**Run 1: signal wires on met1**

Cells faint in the background.
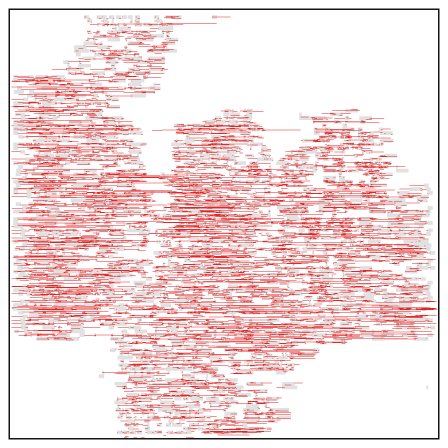
**Run 1: met2 routing**

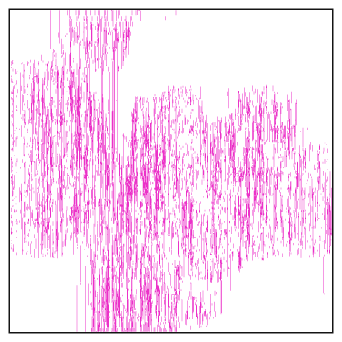
**Run 1: metal 3**

Cells faint in the background.
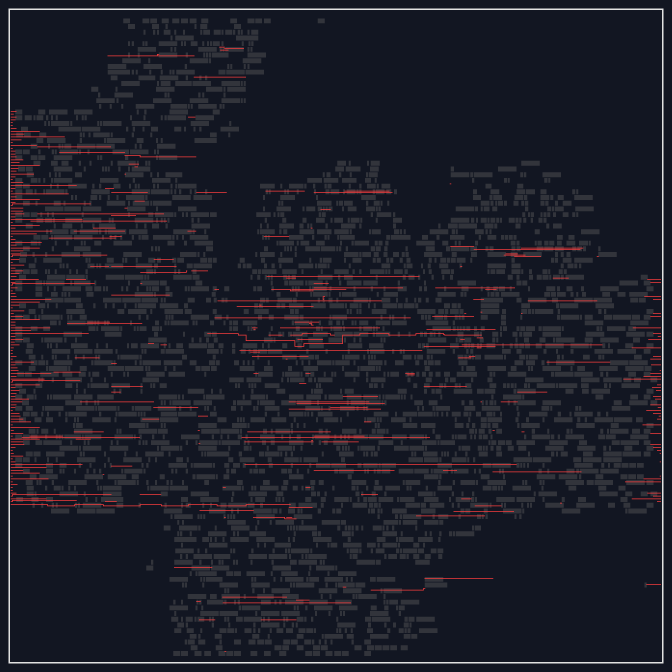
**Run 1: metal 4**

Scale bar: 100 um. Cells faint in the background.
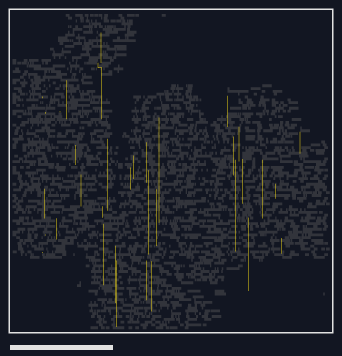
File: src/rtl/eq_mix_engine.sv
// Per-channel band mixer: weighted band sum, clamp, then master volume on one shared multiplier.
// Optional macro EQ_VOL_RAMP_EN: volume ramps toward the captured value by 1 LSB per frame.
module eq_mix_engine #(
  parameter int CH        = 2,
  parameter int NUM_BANDS = 5,
  parameter int DATA_W    = 16,
  parameter int POT_W     = 12
) (
  input  logic                           clk,
  input  logic                           rst_n,
  input  logic                           in_vld,
  output logic                           in_rdy,
  input  logic [CH*NUM_BANDS*DATA_W-1:0] band_smpl,
  input  logic [NUM_BANDS*POT_W-1:0]     band_gain,
  input  logic [POT_W-1:0]               vol,
  output logic [CH*DATA_W-1:0]           out_smpl,
  output logic                           out_vld,
  output logic                           sat_flag,
  output logic [7:0]                     drop_cnt
);

  localparam int AW = DATA_W + POT_W + $clog2(NUM_BANDS) + 1;
  localparam int PW = DATA_W + POT_W + 1;
  localparam int CW = (CH > 1) ? $clog2(CH) : 1;
  localparam int BW = $clog2(NUM_BANDS);

  typedef enum logic [1:0] {StIdle, StMac, StVol, StDone} state_e;

  state_e                           r_state;
  logic [CH*NUM_BANDS*DATA_W-1:0]   r_smpl;
  logic [NUM_BANDS*POT_W-1:0]       r_gain;
  logic [POT_W-1:0]                 r_vol;
  logic [CW-1:0]                    r_ch;
  logic [BW-1:0]                    r_band;
  logic signed [AW-1:0]             r_acc;
  logic [CH*DATA_W-1:0]             r_res;
  logic                             r_clip;
  logic [7:0]                       r_drop;
  logic [CH*DATA_W-1:0]             r_out;
  logic                             r_out_vld;
  logic                             r_sat;
`ifdef EQ_VOL_RAMP_EN
  logic [POT_W-1:0]                 r_eff_vol;
`endif

  logic signed [DATA_W-1:0] w_smpl_sel;
  logic [POT_W-1:0]         w_gain_sel;
  logic [POT_W-1:0]         w_vol_use;
  logic                     w_fit;
  logic signed [DATA_W-1:0] w_clamped;
  logic signed [DATA_W-1:0] w_mul_a;
  logic signed [POT_W:0]    w_mul_b;
  logic signed [PW-1:0]     w_prod;
  logic signed [AW-1:0]     w_term;
  logic signed [DATA_W-1:0] w_vol_res;

`ifdef EQ_VOL_RAMP_EN
  assign w_vol_use = r_eff_vol;
`else
  assign w_vol_use = r_vol;
`endif

  always_comb begin
    w_smpl_sel = r_smpl[(int'(r_ch) * NUM_BANDS + int'(r_band)) * DATA_W +: DATA_W];
    w_gain_sel = r_gain[int'(r_band) * POT_W +: POT_W];
    // Accumulator fits DATA_W iff all bits above the DATA_W sign bit match it.
    w_fit      = (r_acc[AW-1:DATA_W-1] == {(AW-DATA_W+1){r_acc[AW-1]}});
    if (w_fit) begin
      w_clamped = r_acc[DATA_W-1:0];
    end else if (r_acc[AW-1]) begin
      w_clamped = {1'b1, {(DATA_W-1){1'b0}}};
    end else begin
      w_clamped = {1'b0, {(DATA_W-1){1'b1}}};
    end
    // Single shared multiplier: band gain in MAC, master volume in VOL.
    if (r_state == StVol) begin
      w_mul_a = w_clamped;
      w_mul_b = {1'b0, w_vol_use};
    end else begin
      w_mul_a = w_smpl_sel;
      w_mul_b = {1'b0, w_gain_sel};
    end
    w_prod    = w_mul_a * w_mul_b;
    w_term    = {{(AW-DATA_W-2){w_prod[PW-1]}}, w_prod[PW-1:POT_W-1]};
    w_vol_res = w_prod[POT_W +: DATA_W];
  end

  always_ff @(posedge clk or negedge rst_n) begin
    if (!rst_n) begin
      r_state   <= StIdle;
      r_smpl    <= '0;
      r_gain    <= '0;
      r_vol     <= '0;
      r_ch      <= '0;
      r_band    <= '0;
      r_acc     <= '0;
      r_res     <= '0;
      r_clip    <= 1'b0;
      r_drop    <= '0;
      r_out     <= '0;
      r_out_vld <= 1'b0;
      r_sat     <= 1'b0;
`ifdef EQ_VOL_RAMP_EN
      r_eff_vol <= '0;
`endif
    end else begin
      r_out_vld <= 1'b0;
      r_sat     <= 1'b0;
      if (in_vld && (r_state != StIdle) && (r_drop != 8'hFF)) begin
        r_drop <= r_drop + 8'd1;
      end
      unique case (r_state)
        StIdle: begin
          if (in_vld) begin
            r_smpl  <= band_smpl;
            r_gain  <= band_gain;
            r_vol   <= vol;
            r_ch    <= '0;
            r_band  <= '0;
            r_acc   <= '0;
            r_clip  <= 1'b0;
            r_state <= StMac;
          end
        end
        StMac: begin
          r_acc <= r_acc + w_term;
          if (r_band == BW'(NUM_BANDS - 1)) begin
            r_band  <= '0;
            r_state <= StVol;
          end else begin
            r_band <= r_band + BW'(1);
          end
        end
        StVol: begin
          if (!w_fit) begin
            r_clip <= 1'b1;
          end
          r_res[int'(r_ch) * DATA_W +: DATA_W] <= w_vol_res;
          r_acc <= '0;
          if (r_ch == CW'(CH - 1)) begin
            r_state <= StDone;
          end else begin
            r_ch    <= r_ch + CW'(1);
            r_state <= StMac;
          end
        end
        StDone: begin
          r_out     <= r_res;
          r_out_vld <= 1'b1;
          r_sat     <= r_clip;
`ifdef EQ_VOL_RAMP_EN
          if (r_eff_vol < r_vol) begin
            r_eff_vol <= r_eff_vol + POT_W'(1);
          end else if (r_eff_vol > r_vol) begin
            r_eff_vol <= r_eff_vol - POT_W'(1);
          end
`endif
          r_state <= StIdle;
        end
        default: r_state <= StIdle;
      endcase
    end
  end

  assign in_rdy   = (r_state == StIdle);
  assign out_smpl = r_out;
  assign out_vld  = r_out_vld;
  assign sat_flag = r_sat;
  assign drop_cnt = r_drop;

endmodule

File: config.mk
export PLATFORM = sky130hd
export DESIGN_NAME = eq_mix_engine
export DESIGN_NICKNAME = d
export VERILOG_FILES = /design/src/rtl/eq_mix_engine.sv
export SDC_FILE = /design/constraint.sdc
export NUM_CORES = 1
export LEC_CHECK = 0
export CAP_MARGIN = 20
export CORE_MARGIN = 2
export CORE_UTILIZATION = 25
export DETAILED_ROUTE_END_ITERATION = 10
export PLACE_DENSITY = 0.46
export RECOVER_POWER = 50
export SYNTH_ARGS = -nofsm -noshare
export SYNTH_HDL_FRONTEND = slang
export SYNTH_SLANG_ARGS = --single-unit
File: constraint.sdc
create_clock -name clk -period 26.8 [get_ports clk]
set_input_delay 4.02 -clock clk [delete_from_list [all_inputs] [get_ports clk]]
set_output_delay 4.02 -clock clk [all_outputs]
set_load 0.005 [all_outputs]
==> metrics.yaml, run 1 <==
floorplan.die.width_um: 311
synth-edff-count: 0
routed_wire_length_mm: 75.1
timing.critical_path.arrival_ns: 12.80
clkLatencyLatePin_ns: 0.60
highest-signal-layer: "met5"
fin_tns_setup_ns: 0
finalWeightedCongestion: 0.831
timing.slew.headroom_pct: -268
ys_area_um2: 23600
synth_seq_share_pct: 36.6
synthCells: 2603
postLayoutCellArea_um2: 29400
grt_setup_unrepaired: "no"
post_dp_cell_area_um2: 27800
clkCellAreaFrac_pct: 5.58
tool_warnings: 35
grt_use_met3_pct: 3.24
fraction_of_area_in_non_clock_buffers_pct: 10.4
cell_row_count: 112
async_s_r_ff_share_synth_pct: 100
skew_ns: 0.0675
floorplan.core_util_pct: 25.2
worst_ep_required_time_ns: 27.24
grt.met1_usage_pct: 22.2
floorplan.tapcells: 1254
port_buffers: 277
post_route_drc_violation_count: 0
final.hold.worst_slack_ns: 0.469
max-clock-path-buffers: 3
layout.non_clock_buffers: 316
yosysTopAreaCell: "sky130_fd_sc_hd__dfrtp_1"
layout-drive-gt1-share_pct: 7.60
largest_reg_flops: 160
timing.critical_path.fanout_max: 53
sequential_fraction_of_total_cell_area_pct: 29.3
mostFrequentLayoutCell: "sky130_fd_sc_hd__nand2_1"
route.vias.total: 18136
final_hold_viol_count: 0
cell_type_with_the_highest_occurrence_count_on_the_critical_path: "sky130_fd_sc_hd__fa_1"
clk_pin_slew_worst_paths_ns: 0.06
tritoncts.num_buffers: 44
numSequentialCells: 345
layoutNonFillerInstCount: 4135
routed_wire_length_per_instance_um: 18.2
wl_met1_mm: 36.0
grt_pass1_wl_mm: 117
status: "complete, but fails checks"
core_area_um2: 93500
globalRoute.busiestLayer: "met2"
simple_gate_area_share_pct: 19.1
multi_input_gate_share_of_the_layout_cell_area_pct: 45.5
postLayoutSetupSlackWorst_ns: 14.44
final.fill_count: 9901
number_of_buffers_inserted_for_hold_repair_after_clock_tree_synthesis: 0
flop_area_um2: 8630
floorplan.die_area_um2: 96800
synth-xor-area-share_pct: 2.12
reg_top3: "r_smpl (160), r_gain (60)"
cap_viol_max_count: 7
min_period_ns: 12.36
aoi_share_pct: 7.59
mux_area_share_pct: 7.03
timing.setup.critical_path_class: "reg -> reg"
drtAntennaViolNets: 0
drtIter0Drc: 1128
cp-end-kind: "register"
failed_checks: "capacitance limit, slew limit"
hold_path_class: "reg -> reg"
finalNetCount: 3365
post_synth_most_frequent_cells: "sky130_fd_sc_hd__nand2_1 (836), sky130_fd_sc_hd__dfrtp_1 (345), sky130_fd_sc_hd__inv_1 (304)"
flop_cell: "sky130_fd_sc_hd__dfrtp_1"
vias_per_cell: 4.39
stage_delay_of_the_slowest_cell_on_the_critical_path_ns: 1.71
detailed_routed_wire_length_on_met2_mm: 33.2
cts_tree: "yes"
critical_path.slowest_cell: "sky130_fd_sc_hd__clkbuf_1"
ys.flops: 345
dominant_cell_by_count_in_the_synthesized_netlist: "sky130_fd_sc_hd__nand2_1"
synthTopCellsByArea: "sky130_fd_sc_hd__dfrtp_1 (37%), sky130_fd_sc_hd__fa_1 (15%), sky130_fd_sc_hd__nand2_1 (13%)"
globalRoute.totalOverflow: 0
boundaryPins: 278
post-dp-hpwl_mm: 56.9
final_max_slew_viol_count: 452
dp_worst_setup_slack_ns: 14.85
-- 'signal wires on met1' (at the start) --
wire length on this layer: 36.0 mm
longest straight run: 79.6 um
share of all routed wire: 48%
nets with wire on the layer: 3038

-- 'met2 routing' (at the start) --
longest straight run: 124 um
main direction: vertical

-- 'metal 3' (at the start) --
main direction: horizontal
share of all routed wire: 6.1%

-- 'metal 4' (at the start) --
nets with wire on the layer: 20
main direction: vertical
wire length on this layer: 1300 um

-- run 1: critical path: cells and delay by family, from the launching register on --
family	cells	cell delay [ns]
compound gates	15	2.95
fa+ha+maj	7	3.67
flops	1	0.52
buf+inv	6	2.30
simple gates	10	2.66
-- run 1: path summary, 6_finish.rpt --
| path | start | end | slack [ns] | cells past startpoint |
|---|---|---|---|---|
| worst max-delay path | r_state[1] | r_acc[31] | 14.44 | 38 |
| worst min-delay path | r_smpl[112] | r_smpl[112] | 0.47 | 2 |
| worst max register to register | r_state[1] | r_acc[31] | 14.44 | 38 |
| worst min register to register | r_smpl[112] | r_smpl[112] | 0.47 | 2 |
| max in group asynchronous | rst_n | r_acc[1] | 15.68 | 2 |
| min in group asynchronous | rst_n | out_vld | 5.47 | 1 |
**Run 1: congestion heat map**

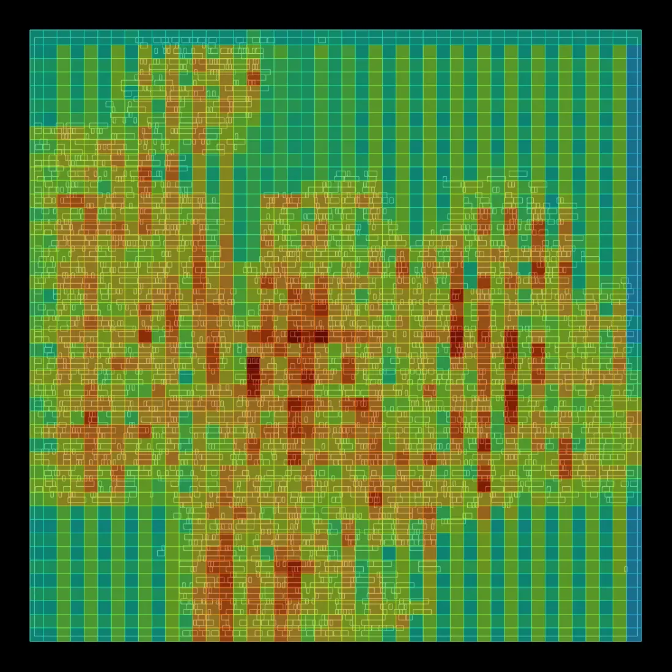

--- run 2 (diff from run 1) ---
Clock period 26.8 ns to 12.3 ns, I/O delays scaled along.
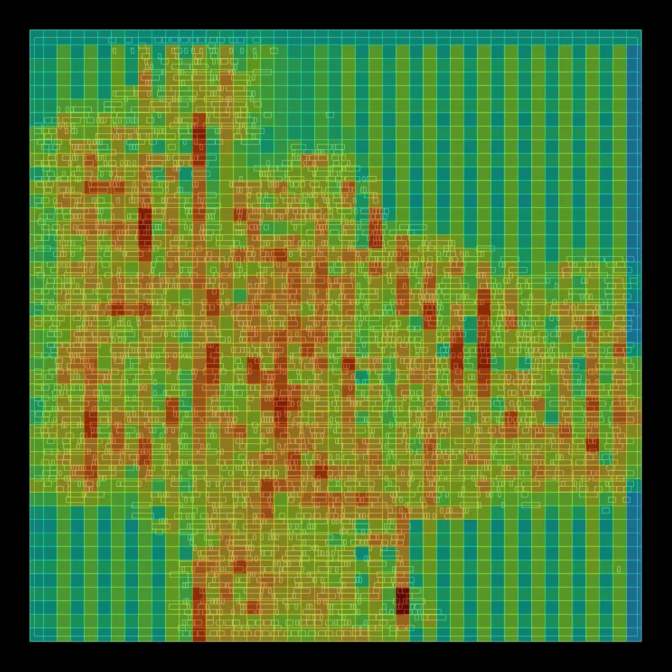
**Above:** run 2 (congestion heat map).
global routing met1 resource utilization: 22.4%
post-route core utilization: 31.5%

==> metrics.yaml, run 2 <==
worst_ep_required_time_ns: 12.76  # -14.48 ns
flop_area_um2: 8630  # unchanged
critical_path.slowest_cell: "sky130_fd_sc_hd__o21ai_0"
r2r_slack_ns: 0.96  # -13.48 ns
number_of_buffers_inserted_for_hold_repair_after_clock_tree_synthesis: 0  # unchanged
timing.setup.critical_path_class: "reg -> reg"
grt_setup_unrepaired: "no"
floorplan.die.width_um: 311  # unchanged
yosysTopAreaCell: "sky130_fd_sc_hd__dfrtp_1"
layout.non_clock_buffers: 329  # +4.1%
final.hold.worst_slack_ns: 0.467  # -0.00106 ns
numSequentialCells: 345  # unchanged
vias_per_cell: 4.35  # -0.79%
dp.cells: 4066
ys_area_um2: 23600  # unchanged
worstHoldEndpoint: "r_smpl[98]"
post_synth_most_frequent_cells: "sky130_fd_sc_hd__nand2_1 (836), sky130_fd_sc_hd__dfrtp_1 (345), sky130_fd_sc_hd__inv_1 (304)"
final_hold_viol_count: 0  # unchanged
synth_seq_share_pct: 36.6  # unchanged
globalRoute.totalOverflow: 0  # unchanged
min_period_ns: 11.34  # -1.02 ns
cp.buffers_inverters: 5  # -1
cts_tree: "yes"
finalWeightedCongestion: 0.833  # +0.19%
postLayoutSetupSlackWorst_ns: 0.964  # -13.48 ns
synth-edff-count: 0  # unchanged
clkCellAreaFrac_pct: 5.25  # -0.33 points
drtAntennaViolNets: 0  # unchanged
cp-end-kind: "register"
synthCells: 2603  # unchanged
r2r_start: "r_ch"
worst_reg_to_reg_path_cell_count: 40  # +5.3%
post_route_drc_violation_count: 0  # unchanged
skew_ns: 0.0284  # -0.0392 ns
yosysUniqueCellTypes: 69
routed_wire_length_per_instance_um: 18.0  # -0.94%
layout-drive-gt1-share_pct: 8.02  # +0.42 points
timing.slew.headroom_pct: -225  # +44 points
floorplan.core_util_pct: 25.2  # unchanged
failed_checks: "capacitance limit, slew limit"
ys.flops: 345  # unchanged
drtIter0Drc: 1132  # +0.35%
min-delay-start: "r_smpl[98]"
multi_input_gate_share_of_the_layout_cell_area_pct: 45.5  # about the same
post-dp-hpwl_mm: 57.9  # +1.7%
mostFrequentLayoutCell: "sky130_fd_sc_hd__nand2_1"
final_max_slew_viol_count: 497  # +10%
floorplan.tapcells: 1254  # unchanged
ys_cells: 2603
fin_tns_setup_ns: 0  # unchanged
cap_viol_max_count: 7  # unchanged
stage_delay_of_the_slowest_cell_on_the_critical_path_ns: 0.85  # -0.86 ns
core_area_um2: 93500  # unchanged
hold_path_class: "reg -> reg"
postLayoutCellArea_um2: 29400  # about the same
finalNetCount: 3378  # +0.39%
grt_pass1_wl_mm: 116  # -0.21%
boundaryPins: 278  # unchanged
number_of_buffers_inserted_to_repair_setup_after_cts: 0
dp_worst_setup_slack_ns: 0.936  # -13.91 ns
sequential_fraction_of_total_cell_area_pct: 29.3  # about the same
layoutNonFillerInstCount: 4146  # +0.27%
crit_start: "r_ch"
setup.worst_path.end: "r_acc[31]"
dominant_cell_by_count_in_the_synthesized_netlist: "sky130_fd_sc_hd__nand2_1"
timing.critical_path.arrival_ns: 11.80  # -1.00 ns
clkLatencyLatePin_ns: 0.59  # about the same
clk_pin_slew_worst_paths_ns: 0.06  # about the same
status: "complete, but fails checks"
cell_row_count: 112  # unchanged
final.fill_count: 9842  # -0.60%
tool_warnings: 37  # +5.7%
min_delay_path_depth: 2  # unchanged
port_buffers: 277  # unchanged
floorplan.die_area_um2: 96800  # unchanged
synthTopCellsByArea: "sky130_fd_sc_hd__dfrtp_1 (37%), sky130_fd_sc_hd__fa_1 (15%), sky130_fd_sc_hd__nand2_1 (13%)"
tritoncts.num_buffers: 44  # unchanged
post_dp_cell_area_um2: 27900  # +0.36%
flop_cell: "sky130_fd_sc_hd__dfrtp_1"
route.vias.total: 18041  # -0.52%
-- run 2: routing by layer --
layer  vias up  wire, um  global-route usage (%)
li1       8753         -                       -
met1      8765     36100                    22.4
met2       433     33100                    24.2
met3        84      4020                    2.99
met4         6      1340                    2.92
met5         -        41                       0
-- run 2: cell families (layout without fill, tap and decap cells) --
family,count (synthesis),in the layout,synth area share (%)
flops,345,345,36.6
xor+xnor,57,57,2.12
simple gates,1096,1096,19.1
mux,108,108,7.03
fa+ha+maj,285,285,20.8
compound gates,288,288,7.59
buf+inv,424,713,6.81
--- run 3 (diff from run 2) ---
Settings changed: SETUP_SLACK_MARGIN from default to 0.02.
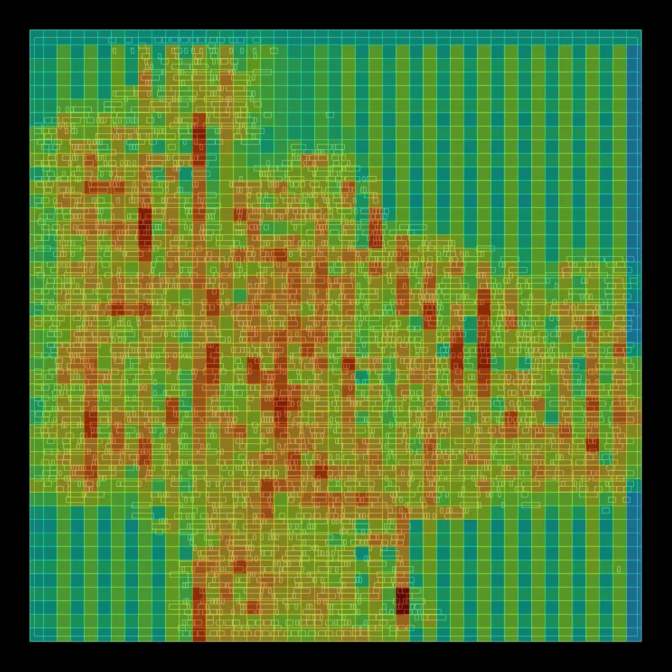
**Above:** run 3 (congestion heat map).
peak-usage layer in the global routing report: met2
global routing met3 resource utilization: 2.99%
detail-routed net length per standard cell: 18.0 um
met2 Resource Use GR: 24.2%

==> metrics.yaml, run 3 <==
worst_reg_to_reg_path_cell_count: 40  # unchanged
drtIter0Drc: 1132  # unchanged
yosysUniqueCellTypes: 69  # unchanged
timing.slew.headroom_pct: -225  # unchanged
cp-end-kind: "register"
min_delay_path_depth: 2  # unchanged
flop_area_um2: 8630  # unchanged
globalRoute.totalOverflow: 0  # unchanged
grt.met1_usage_pct: 22.4  # unchanged
ys_cells: 2603  # unchanged
stage_delay_of_the_slowest_cell_on_the_critical_path_ns: 0.85  # about the same
cell_row_count: 112  # unchanged
post_cts.resized_instances: 0
highest-signal-layer: "met5"
first_global_vias: 19032
flop_cell: "sky130_fd_sc_hd__dfrtp_1"
clkLatencyLatePin_ns: 0.59  # about the same
detailed_routed_wire_length_on_met2_mm: 33.1  # unchanged
antennaDiodeCount: 0
ys_area_um2: 23600  # unchanged
r2r_start: "r_ch"
ys.flops: 345  # unchanged
layoutNonFillerInstCount: 4146  # unchanged
worst_ep_required_time_ns: 12.76  # about the same
worstHoldEndpoint: "r_smpl[98]"
cts_tree: "yes"
grt_setup_unrepaired: "no"
post_route_drc_violation_count: 0  # unchanged
number_of_buffers_inserted_for_hold_repair_after_clock_tree_synthesis: 0  # unchanged
final.hold.worst_slack_ns: 0.467  # unchanged
drtAntennaViolNets: 0  # unchanged
route.vias.total: 18041  # unchanged
hold_path_class: "reg -> reg"
dp_worst_setup_slack_ns: 0.936  # unchanged
number_of_buffers_inserted_to_repair_setup_after_cts: 0  # unchanged
ctsHtreeMaxLevel: 2
tool_warnings: 37  # unchanged
layout-area-overhead-vs-synth_pct: 24.8
final.fill_count: 9842  # unchanged
min_period_ns: 11.34  # unchanged
synth-edff-count: 0  # unchanged
clk_pin_slew_worst_paths_ns: 0.06  # about the same
gr-usage-all-layers_pct: 15.5
timing.setup.critical_path_class: "reg -> reg"
finalWeightedCongestion: 0.833  # unchanged
core_area_um2: 93500  # unchanged
setup.worst_path.end: "r_acc[31]"
yosysTopAreaCell: "sky130_fd_sc_hd__dfrtp_1"
port_buffers: 277  # unchanged
postLayoutCellArea_um2: 29400  # unchanged
postLayoutCoreUtil_pct: 31.5  # unchanged
vias_per_cell: 4.35  # unchanged
cp.buffers_inverters: 5  # unchanged
cap_viol_max_count: 7  # unchanged
synthCells: 2603  # unchanged
postLayoutSetupSlackWorst_ns: 0.964  # unchanged
critical_path.slowest_cell: "sky130_fd_sc_hd__o21ai_0"
synthTopCellsByArea: "sky130_fd_sc_hd__dfrtp_1 (37%), sky130_fd_sc_hd__fa_1 (15%), sky130_fd_sc_hd__nand2_1 (13%)"
final_max_slew_viol_count: 497  # unchanged
post_synth_most_frequent_cells: "sky130_fd_sc_hd__nand2_1 (836), sky130_fd_sc_hd__dfrtp_1 (345), sky130_fd_sc_hd__inv_1 (304)"
logic_area_um2: 13400
final_hold_viol_count: 0  # unchanged
floorplan.core_util_pct: 25.2  # unchanged
wl_met3_mm: 4.02  # unchanged
layout-drive-gt1-share_pct: 8.02  # unchanged
floorplan.die_area_um2: 96800  # unchanged
dp.cells: 4066  # unchanged
grt_pass1_wl_mm: 116  # unchanged
post_dp_cell_area_um2: 27900  # unchanged
min-delay-start: "r_smpl[98]"
synth_seq_share_pct: 36.6  # unchanged
tritoncts.num_buffers: 44  # unchanged
fin_tns_setup_ns: 0  # unchanged
status: "complete, but fails checks"
timing.critical_path.arrival_ns: 11.80  # about the same
wl_met1_mm: 36.1  # unchanged
r2r_slack_ns: 0.96  # about the same
detail_route.first_pass.iterations: 4
syn-num-nets: 3123
failed_checks: "capacitance limit, slew limit"
crit_start: "r_ch"
skew_ns: 0.0284  # unchanged
==> run 3: cell type report <==
type                       instances  share of cell area (%)
clock buffer                      62                    4.35
clock inverter                    18                   0.906
inverter                         304                    3.88
multi-input combinational       1834                    45.5
sequential                       345                    29.3
tap                             1254                    5.33
timing repair buffer             329                    10.7
==> run 3: cell families (layout without fill, tap and decap cells) <==
kind of cell             Yosys count  in the layout  share of synthesized area, %
buffers and inverters            424            713                          6.81
multiplexers                     108            108                          7.03
AND/OR/NAND/NOR                 1096           1096                          19.1
AND-OR/OR-AND                    288            288                          7.59
adder cells (fa/ha/maj)          285            285                          20.8
XOR/XNOR                          57             57                          2.12
flip-flops                       345            345                          36.6
